==> run_1/registers.png <==
Other cells in gray.
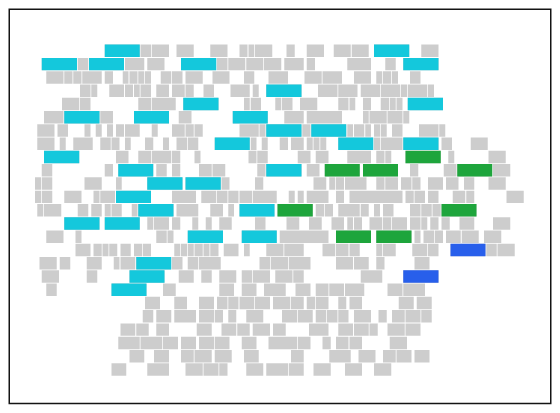
==> run_1/zoom.png <==
Scale bar: 20 um. Window x 3 to 53, y 0 to 50 um. Cells in gray, sequential cells in the stronger gray; small squares are vias.
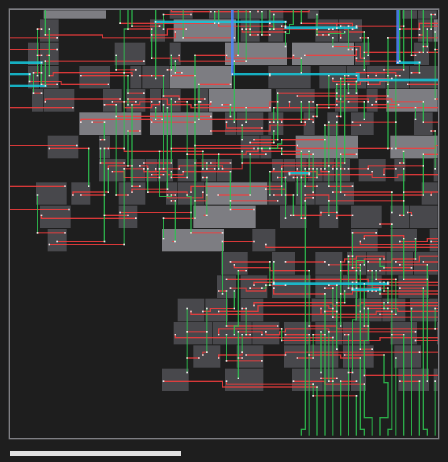
==> run_1/wire_density.png <==
Scale bar: 20 um. The die is cut into 22 by 16 equal tiles; black is low, pale yellow is high, scaled to the fullest tile. Values are wire area over tile area, all layers added.
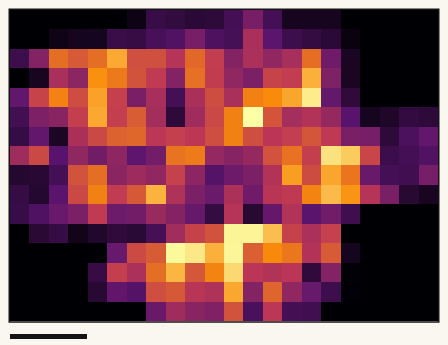
==> run_1/cell_classes.png <==
Fill, decap, tap and diode cells in gray.
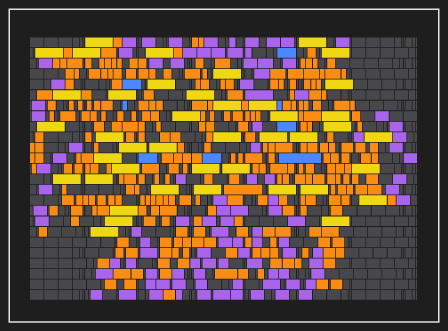
### config.mk
export PLATFORM = sky130hd
export DESIGN_NAME = pipe_ctrl
export DESIGN_NICKNAME = d
export VERILOG_FILES = /design/src/rtl/pipe_ctrl_pkg.sv /design/src/rtl/pipe_ctrl_hazard_detect.sv /design/src/rtl/pipe_ctrl.sv
export SDC_FILE = /design/constraint.sdc
export NUM_CORES = 1
export LEC_CHECK = 0
export CORE_ASPECT_RATIO = 0.7
export CORE_MARGIN = 5
export CORE_UTILIZATION = 39
export CTS_BUF_LIST = sky130_fd_sc_hd__clkbuf_8 sky130_fd_sc_hd__clkbuf_16
export CTS_CLUSTER_DIAMETER = 150
export DETAILED_ROUTE_END_ITERATION = 16
export GPL_TIMING_DRIVEN = 1
export PLACE_DENSITY = 0.69
export SLEW_MARGIN = 10
export SYNTH_ARGS = -nofsm -noshare
export SYNTH_HDL_FRONTEND = slang
export SYNTH_HIERARCHICAL = 1
export SYNTH_SLANG_ARGS = --single-unit
export TNS_END_PERCENT = 1
### constraint.sdc
create_clock -name clk -period 5 [get_ports clk]
set_input_delay 1.5 -clock clk [delete_from_list [all_inputs] [get_ports clk]]
set_output_delay 1.5 -clock clk [all_outputs]
set_load 0.02 [all_outputs]
### src/rtl/pipe_ctrl_pkg.sv
// pipe_ctrl_pkg: controller state encodings, forward-select codes and the register match helper
package pipe_ctrl_pkg;
  typedef enum logic [1:0] {RUN = 2'b00, MEM_WAIT = 2'b01, ERROR = 2'b10} state_t;
  localparam logic [1:0] FWD_REG = 2'b00;
  localparam logic [1:0] FWD_EXE = 2'b01;
  localparam logic [1:0] FWD_MEM = 2'b10;
  localparam logic [1:0] FWD_WB  = 2'b11;
  function automatic logic match(logic wen, logic [4:0] waddr, logic [4:0] saddr, logic used);
    return wen && waddr == saddr && saddr != 5'd0 && used;
  endfunction
endpackage

### src/rtl/pipe_ctrl_hazard_detect.sv
// hazard_detect: operand match, forward-select and stall-request logic
// PIPE_FORWARD_EN selects forwarding; without it every in-flight match stalls.
module hazard_detect
  import pipe_ctrl_pkg::*;
(
  input  logic [4:0] id_rs_addr,
  input  logic [4:0] id_rt_addr,
  input  logic       id_rs_used,
  input  logic       id_rt_used,
  input  logic [4:0] exe_wb_addr,
  input  logic       exe_wb_wen,
  input  logic       exe_mem_ren,
  input  logic [4:0] mem_wb_addr,
  input  logic       mem_wb_wen,
  input  logic [4:0] wb_wb_addr,
  input  logic       wb_wb_wen,
  output logic [1:0] fwd_a_sel,
  output logic [1:0] fwd_b_sel,
  output logic       hazard
);
  logic ex_a, ex_b, mem_a, mem_b, wb_a, wb_b, load_use;
  always_comb begin
    ex_a = match(exe_wb_wen, exe_wb_addr, id_rs_addr, id_rs_used);
    ex_b = match(exe_wb_wen, exe_wb_addr, id_rt_addr, id_rt_used);
    mem_a = match(mem_wb_wen, mem_wb_addr, id_rs_addr, id_rs_used);
    mem_b = match(mem_wb_wen, mem_wb_addr, id_rt_addr, id_rt_used);
    wb_a = match(wb_wb_wen, wb_wb_addr, id_rs_addr, id_rs_used);
    wb_b = match(wb_wb_wen, wb_wb_addr, id_rt_addr, id_rt_used);
    load_use = exe_mem_ren && (ex_a || ex_b);
`ifdef PIPE_FORWARD_EN
    hazard = load_use;
    fwd_a_sel = (ex_a && !exe_mem_ren) ? FWD_EXE : mem_a ? FWD_MEM : wb_a ? FWD_WB : FWD_REG;
    fwd_b_sel = (ex_b && !exe_mem_ren) ? FWD_EXE : mem_b ? FWD_MEM : wb_b ? FWD_WB : FWD_REG;
`else
    hazard = load_use || ex_a || ex_b || mem_a || mem_b || wb_a || wb_b;
    fwd_a_sel = FWD_REG;
    fwd_b_sel = FWD_REG;
`endif
  end
endmodule

### src/rtl/pipe_ctrl.sv
// pipe_ctrl: five-stage pipeline controller (stall/flush/forward, memory-wait FSM, stall counter)
// Build with PIPE_FORWARD_EN to enable operand forwarding.
module pipe_ctrl
  import pipe_ctrl_pkg::*;
#(
  parameter int MEM_TIMEOUT = 15
) (
  input  logic        clk,
  input  logic        cpu_rst,
  input  logic        cpu_en,
  input  logic [4:0]  id_rs_addr,
  input  logic [4:0]  id_rt_addr,
  input  logic        id_rs_used,
  input  logic        id_rt_used,
  input  logic [4:0]  exe_wb_addr,
  input  logic        exe_wb_wen,
  input  logic        exe_mem_ren,
  input  logic [4:0]  mem_wb_addr,
  input  logic        mem_wb_wen,
  input  logic [4:0]  wb_wb_addr,
  input  logic        wb_wb_wen,
  input  logic        id_branch_taken,
  input  logic        mem_req,
  input  logic        mem_ack,
  output logic        if_en,
  output logic        id_en,
  output logic        exe_en,
  output logic        mem_en,
  output logic        wb_en,
  output logic        id_flush,
  output logic        exe_bubble,
  output logic [1:0]  fwd_a_sel,
  output logic [1:0]  fwd_b_sel,
  output logic        mem_err,
  output logic [31:0] stall_cnt,
  output logic [1:0]  state
);
  localparam logic [7:0] TIMEOUT = 8'(MEM_TIMEOUT);
  state_t cur, nxt;
  logic [7:0] wait_cnt, wait_nxt;
  logic [31:0] cnt;
  logic [1:0] fa, fb;
  logic hazard, run;
  hazard_detect u_hazard (
    .id_rs_addr(id_rs_addr), .id_rt_addr(id_rt_addr),
    .id_rs_used(id_rs_used), .id_rt_used(id_rt_used),
    .exe_wb_addr(exe_wb_addr), .exe_wb_wen(exe_wb_wen), .exe_mem_ren(exe_mem_ren),
    .mem_wb_addr(mem_wb_addr), .mem_wb_wen(mem_wb_wen),
    .wb_wb_addr(wb_wb_addr), .wb_wb_wen(wb_wb_wen),
    .fwd_a_sel(fa), .fwd_b_sel(fb), .hazard(hazard)
  );
  always_comb begin
    nxt = cur;
    wait_nxt = wait_cnt;
    if (cur == RUN && mem_req && !mem_ack) nxt = MEM_WAIT;
    if (cur == MEM_WAIT) begin
      wait_nxt = mem_ack ? 8'd0 : wait_cnt + 8'd1;
      nxt = mem_ack ? RUN : (wait_cnt + 8'd1 == TIMEOUT) ? ERROR : MEM_WAIT;
    end
  end
  // Reset dominates every output so the pipeline is held in NOPs while cpu_rst is high.
  assign run = !cpu_rst && cpu_en && cur == RUN;
  assign if_en = run && !hazard;
  assign id_en = run && !hazard;
  assign exe_en = run;
  assign mem_en = run;
  assign wb_en = run;
  assign exe_bubble = cpu_rst || (run && hazard);
  assign id_flush = cpu_rst || (run && !hazard && id_branch_taken);
  assign fwd_a_sel = cpu_rst ? FWD_REG : fa;
  assign fwd_b_sel = cpu_rst ? FWD_REG : fb;
  assign mem_err = !cpu_rst && cur == ERROR;
  assign state = cpu_rst ? RUN : cur;
  assign stall_cnt = cpu_rst ? 32'd0 : cnt;
  always_ff @(posedge clk) begin
    if (cpu_rst) begin
      cur <= RUN;
      wait_cnt <= 8'd0;
      cnt <= 32'd0;
    end else if (cpu_en) begin
      cur <= nxt;
      wait_cnt <= wait_nxt;
      if (!if_en) cnt <= cnt + 32'd1;
    end
  end
endmodule

==> flow_metrics.tcl, run 1 <==
# flow metrics
set metrics [dict create \
    vias_per_cell 5.157 \
    log.warning_count 28 \
    totalNegativeSetupSlack_ns 0 \
    synth.cell_area_um2 2765 \
    setup_ws_ns 0.08086 \
    grt_first_pass_wirelength_um 12570 \
    min-delay-path-class "reg -> reg" \
    cts.sinks 42 \
    synth.cellmix.simpleShare 0.3303 \
    required_ns 3.50 \
    hold_violations 0 \
    drt-initial-drc-count 162 \
    p_sw_frac 0.2519 \
    ys_cells 346 \
    grt_setup_unrepaired "no" \
    syn-mean-instance-area_um2 7.992 \
    fin_worst_skew_ns 0.01005 \
    crit_fanout 4 \
    compound_area_frac 0.1018 \
    comb_power_share 0.174 \
    post-route-drc-count 0 \
    cts_max_path_bufs 2 \
    synth_top_area_share 0.3041 \
    grt_pass1_vias 2572 \
    clock.latency.late_pin_ns 0.30 \
    worst_r2r_path_depth 4 \
    drt_first_pass_iters 5 \
    die.size.y_um 80.45 \
    antenna_found_initial 0 \
    timing.max_slew.rel_slack 0.6004 \
    synth_chip_area_um2 2765 \
    power.static_leakage_nw 1.484 \
    timing.hold.ws_ns 0.4960 \
    clock_power_share 0.362 \
    num_vias 2718 \
    topCellsByArea "sky130_fd_sc_hd__dfxtp_1, sky130_fd_sc_hd__xor2_1, sky130_fd_sc_hd__nor2b_1, sky130_fd_sc_hd__mux2_2, sky130_fd_sc_hd__nor2_1" \
    drv_cap 0 \
    timing_worst_slew_pin_value_ns 0.5994 \
    synthTopLogicFamily "simple AND/OR/NAND/NOR gates" \
    worstPathCellList "dlygate4sd2_1 > buf_4 > xor2_1 > nor4_1 > nand3_1 > a31oi_1 > or2_1 > nor4_2 > buf_4 > a21o_1 > buf_6" \
    wl_per_cell_um 14.67 \
    final_layout_size_suffix_gt1_frac 0.1409 \
    nNetsFinal 472 \
    synth-adder-area-share 0.01357 \
    synth-seq-area-share 0.3041 \
    edf_count 0 \
    dieWidth_um 110.6 \
    num_antenna_cells 0 \
    run_status "completed" \
    port_bufs 77 \
    cts_bufs_inserted 5 \
    synth-seq-cells 42 \
    ff_type "sky130_fd_sc_hd__dfxtp_1" \
]
About registers.png:
Key: wait_cnt = green [flops 8]; cur = blue [flops 2]; cnt = cyan [flops 32]
power in sequential cells: 339 uW
final standard cell utilization of the core: 0.5677
fraction of area in registers: 0.2172
Sequential Area: 840.8 um2

About zoom.png:
Key: met4 = blue; met1 = red; met3 = cyan; met2 = green
Netlist names of flops here include cnt (13). 133 logic cells have their middle in the window. Most frequent: xor2_1 (17), nor2b_1 (14), clkdlybuf4s50_1 (14). Sequential cells in the window: 13.

About wire_density.png:
28% of the tiles are over half the peak. The fullest tile reaches 0.42. The densest ninth of the die: bottom middle. 23% of the tiles are nearly empty. The mean over all tiles is 0.14.

About cell_classes.png:
Key: all other logic = orange [cells 281, share of their area 49%]; other buffers and delay cells = purple [cells 102, share of their area 26%]; flip-flops = yellow [cells 42, share of their area 22%]; clock drivers and dummy loads = blue [cells 8, share of their area 2.8%]
total core area: 6819 um2
number of core rows: 25
Final Cell Area: 3871 um2

-- run 1: what timing repair did --
action | CTS | global route
pin swaps | 13 | 14
hold buffers | 0 | 0
setup endpoints to repair | 4 | 4
buffers inserted | 0 | 1
resized | 25 | 15
-- run 1: worst register-to-register path, stage by stage, from the launching register on --
cell	delay [ns]
sky130_fd_sc_hd__dfxtp_1	0.44
sky130_fd_sc_hd__nand4_2	0.23
sky130_fd_sc_hd__or4_1	0.83
sky130_fd_sc_hd__nor4_1	0.42
sky130_fd_sc_hd__mux2_2	0.37
-- run 1: Yosys cell counts, types with 2 or more instances --
cell type                   n
sky130_fd_sc_hd__a31oi_1    5
sky130_fd_sc_hd__o21ai_1    2
sky130_fd_sc_hd__nor4_1    13
sky130_fd_sc_hd__and3_1     4
sky130_fd_sc_hd__nand4_2    2
sky130_fd_sc_hd__clkbuf_1  10
sky130_fd_sc_hd__xor2_1    29
sky130_fd_sc_hd__buf_4      7
sky130_fd_sc_hd__nor2_1    41
sky130_fd_sc_hd__mux2_2    14
sky130_fd_sc_hd__ha_1       3
sky130_fd_sc_hd__xnor2_1   12
sky130_fd_sc_hd__o31ai_1    5
sky130_fd_sc_hd__nand3b_1   5
sky130_fd_sc_hd__buf_2      4
sky130_fd_sc_hd__and4_1     2
sky130_fd_sc_hd__nand2_1   12
sky130_fd_sc_hd__buf_1      3
sky130_fd_sc_hd__or3_1      5
sky130_fd_sc_hd__a21oi_1   18
sky130_fd_sc_hd__nor3_1    14
sky130_fd_sc_hd__inv_1      9
sky130_fd_sc_hd__dfxtp_1   42
sky130_fd_sc_hd__or4_1     12
sky130_fd_sc_hd__nand3_1   15
sky130_fd_sc_hd__a21o_1     2
sky130_fd_sc_hd__nor2b_1   31
sky130_fd_sc_hd__nand4_1    5
sky130_fd_sc_hd__o21ai_0    8
-- run 1: sequential cells by signal, indices dropped and copies added, names as in the netlist --
| signal | flops |
|---|---|
| cnt | 32 |
| cur | 2 |
| wait_cnt | 8 |
-- run 1: layer usage --
metal  track usage  up-vias  routed length, um
li1              -     1378                  -
met1        0.2347     1271               3820
met2        0.2833       61               3528
met3       0.03614        8                299
met4       0.03690        0                 85
met5             0        -                  0
-- run 1: power groups by stage --
stage	clock [mW]	combinational, mW	sequential (mW)
global route	0.288	0.136	0.339
global placement	0	0.124	0.347
CTS	0.271	0.124	0.339
finish	0.264	0.127	0.339
floorplan	0	0.0595	0.345
detailed placement	0	0.126	0.347
-- run 1: worst paths after layout --
kind / from / endpoint
max: id_rs_addr[4] / id_flush
min reg2reg: cnt[29] / cnt[29]
min: cnt[29] / cnt[29]
max reg2reg: cnt[7] / cnt[31]
-- run 1: final cells by class --
class                      count  area [um2]  area share
clock inverter                 3       37.54    0.009696
timing repair buffer         102       974.7      0.2518
multi-input combinational    272        1798      0.4644
sequential                    42       840.8      0.2172
clock buffer                   5       68.82     0.01778
tap                           94       117.6     0.03038
inverter                       9       33.78    0.008727
==> run_1/final_placement.png <==
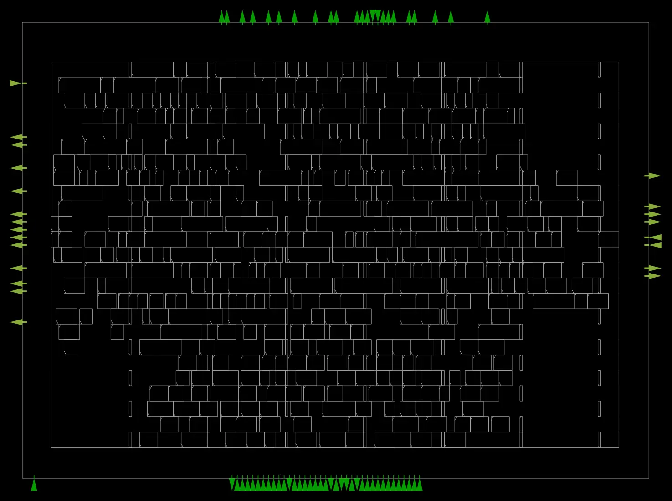

==> inputs of run 2 (changes only) <==
--- a/config.mk
+++ b/config.mk
@@ -6,13 +6,12 @@
 export NUM_CORES = 1
 export LEC_CHECK = 0
 export CORE_ASPECT_RATIO = 0.7
-export CORE_MARGIN = 5
 export CORE_UTILIZATION = 39
 export CTS_BUF_LIST = sky130_fd_sc_hd__clkbuf_8 sky130_fd_sc_hd__clkbuf_16
 export CTS_CLUSTER_DIAMETER = 150
 export DETAILED_ROUTE_END_ITERATION = 16
 export GPL_TIMING_DRIVEN = 1
-export PLACE_DENSITY = 0.69
+export PLACE_DENSITY = 0.79
 export SLEW_MARGIN = 10
 export SYNTH_ARGS = -nofsm -noshare
 export SYNTH_HDL_FRONTEND = slang
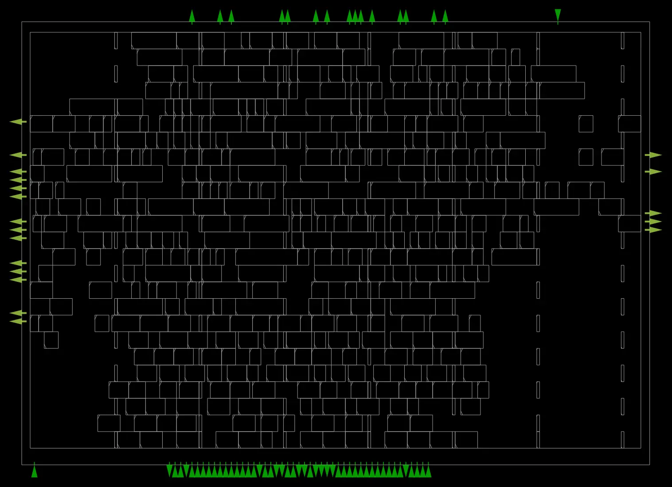
(run_2/final_placement.png)
number of tap cells inserted: 94
final standard cell utilization of the core: 0.5600

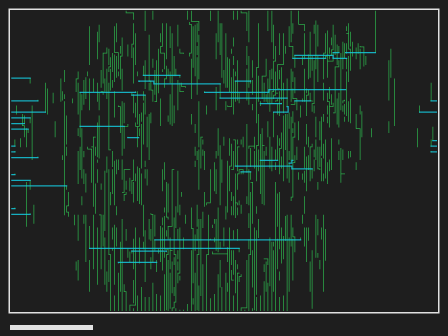
(run_2/metal_stack.png)
Scale bar: 20 um. Only two layers are drawn.
Key: met2 = green [wire length 3490 um]; met3 = cyan [wire length 341 um]
overall global routing resource usage: 0.2065
total vias in the final route: 2722
post-detailed-routing wire length: 7452 um

==> run 2 against run 1 <==
  * Design area decreased by 1.8%
  * Synthesized cell count unchanged
  * First-iteration DRC count increased by 11%
  * Critical path depth decreased by 3
  * Largest power group unchanged
  * Non-clock buffer count fell by 9
==> flow_metrics.tcl, run 2 <==
# flow metrics
set metrics [dict create \
    topCellsByArea "sky130_fd_sc_hd__dfxtp_1, sky130_fd_sc_hd__xor2_1, sky130_fd_sc_hd__nor2b_1, sky130_fd_sc_hd__mux2_2, sky130_fd_sc_hd__nor2_1" \
    synth_top_area_share 0.3041 \
    totalNegativeSetupSlack_ns 0 \
    grt_pass1_vias 2482 \
    top_signal_layer_used "met4" \
    cts_max_path_bufs 2 \
    largest_register_ff_count 32 \
    route.met3.wl_um 340 \
    min-delay-start "cnt[25]" \
    flop_area_um2 840.8 \
    edf_count 0 \
    ctsHtreeMaxLevel 2 \
    wl_per_cell_um 14.39 \
    worst_hold_path.endpoint "cnt[25]" \
    num_antenna_cells 0 \
    fin_worst_skew_ns 0.006398 \
    drv_cap 0 \
    grt_setup_unrepaired "yes" \
    log.warning_count 30 \
    timing.max_slew.rel_slack 0.6274 \
    reg_top3 "cnt (32), wait_cnt (8), cur (2)" \
    clock_power_share 0.368 \
    grt_first_pass_wirelength_um 12060 \
    drt_first_pass_iters 4 \
    synth_chip_area_um2 2765 \
    power.static_leakage_nw 1.345 \
    synth-seq-cells 42 \
    nNetsFinal 463 \
    registers.top_by_ff_count "cnt" \
    die.size.y_um 72.45 \
    worstPathCellList "clkdlybuf4s50_1 > or4_1 > o21ai_1 > a31oi_1 > or2_4 > nor4_4 > a21o_1 > buf_2" \
    final_layout_size_suffix_gt1_frac 0.1274 \
    detailroute.wirelength.met2_um 3488 \
    synth-seq-area-share 0.3041 \
    netlist_top_cells_count "sky130_fd_sc_hd__dfxtp_1, sky130_fd_sc_hd__nor2_1, sky130_fd_sc_hd__nor2b_1, sky130_fd_sc_hd__xor2_1, sky130_fd_sc_hd__a21oi_1" \
    required_ns 3.50 \
    cts_bufs_inserted 5 \
    drt-initial-drc-count 180 \
    cts.sinks 42 \
    syn-mean-instance-area_um2 7.992 \
    ff_type "sky130_fd_sc_hd__dfxtp_1" \
    r2r-start "cnt[7]" \
    met1_length_um 3600 \
    top_cell "sky130_fd_sc_hd__dfxtp_1" \
    worst_r2r_path_depth 4 \
    timing.hold.ws_ns 0.5006 \
    crit_fanout 3 \
    dieWidth_um 102.6 \
    port_bufs 77 \
    antenna_found_initial 0 \
    timing_worst_slew_pin_value_ns 0.5589 \
    comb_power_share 0.170 \
    p_sw_frac 0.2563 \
    vias_per_cell 5.255 \
    run_status "completed" \
    ys_cells 346 \
    cts_post_setup_buffers_inserted 0 \
    cts.hold.buffers_added 0 \
]
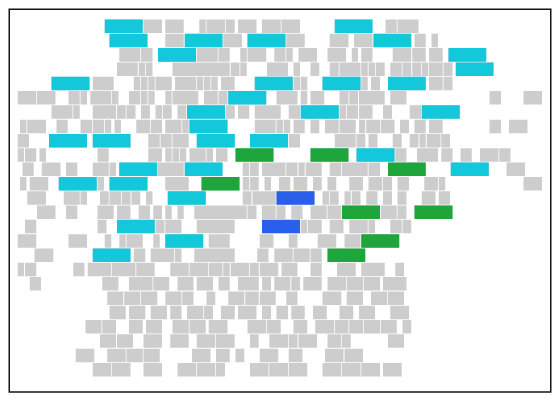
(run_2/registers.png)
Other cells in gray.
fraction of area in registers: 0.2212

run 2: cell families after synthesis:
logic type,after synthesis,share of synthesized area
xor gates and xnor gates,41,0.1299
DFF,42,0.3041
adders and majority gates,3,0.01358
and+or+nand+nor,166,0.3303
other,1,0.001356
muxes,14,0.05701
AOI/OAI and AO/OA,44,0.1018
buffers and inverters,35,0.06199
run 2: power by group through the flow:
stage                     logic [mW]  clock network [mW]  registers, mW
after floorplan               0.0595                   0          0.345
final                          0.125               0.271          0.339
after global routing           0.134               0.291          0.339
after CTS                      0.122               0.275          0.339
after detailed placement       0.120                   0          0.347
after global placement         0.118                   0          0.346
run 2: timing repair:
action	in CTS	in global routing
pin swaps	7	3
endpoints found under the setup margin	4	4
resized	17	8
run 2: how the worst max path moves through the flow:
stage	startpoint	end	cells past startpoint
after CTS	id_rs_addr[1]	if_en	7
after global routing	id_rt_addr[2]	id_flush	8
after floorplan	id_rs_addr[1]	id_flush	6
after global placement	id_rs_addr[1]	id_flush	8
final	id_rs_addr[1]	id_flush	8
after detailed placement	id_rs_addr[1]	id_flush	8
run 2: area by class of cell:
| type | count | share of cell area |
|---|---|---|
| clock buffer | 5 | 0.01810 |
| clock inverter | 3 | 0.01185 |
| inverter | 9 | 0.008887 |
| multi-input combinational | 272 | 0.4770 |
| sequential | 42 | 0.2212 |
| tap | 94 | 0.03094 |
| timing repair buffer | 93 | 0.2321 |
run 2: routing by layer:
metal / vias up / GRT usage
li1: 1359 / -
met1: 1291 / 0.3035
met2: 68 / 0.3185
met3: 4 / 0.03757
met4: 0 / 0.03016
met5: - / 0
run 2: worst register-to-register path, stage by stage (launching register included):
cell and delay, ns:
sky130_fd_sc_hd__dfxtp_1 0.46, sky130_fd_sc_hd__nand4_2 0.21, sky130_fd_sc_hd__or4_1 0.80, sky130_fd_sc_hd__nor4_1 0.41
sky130_fd_sc_hd__mux2_2 0.37
run 2: stage by stage:
| step | setup WS, ns | cell area (um2) | total power [mW] |
|---|---|---|---|
| final | 0.07072 | 3801 | 0.7348 |
| after global routing | -0.02453 | 3801 | 0.7639 |
| after CTS | -0.00008149 | 3787 | 0.7359 |
| after detailed placement | -0.5217 | 3661 | 0.4671 |
| after global placement | -0.4762 | 3661 | 0.4643 |
| after floorplan | 0.1777 | 2783 | 0.4047 |
No activity file was given, so power comes from the tool's default toggle rates.
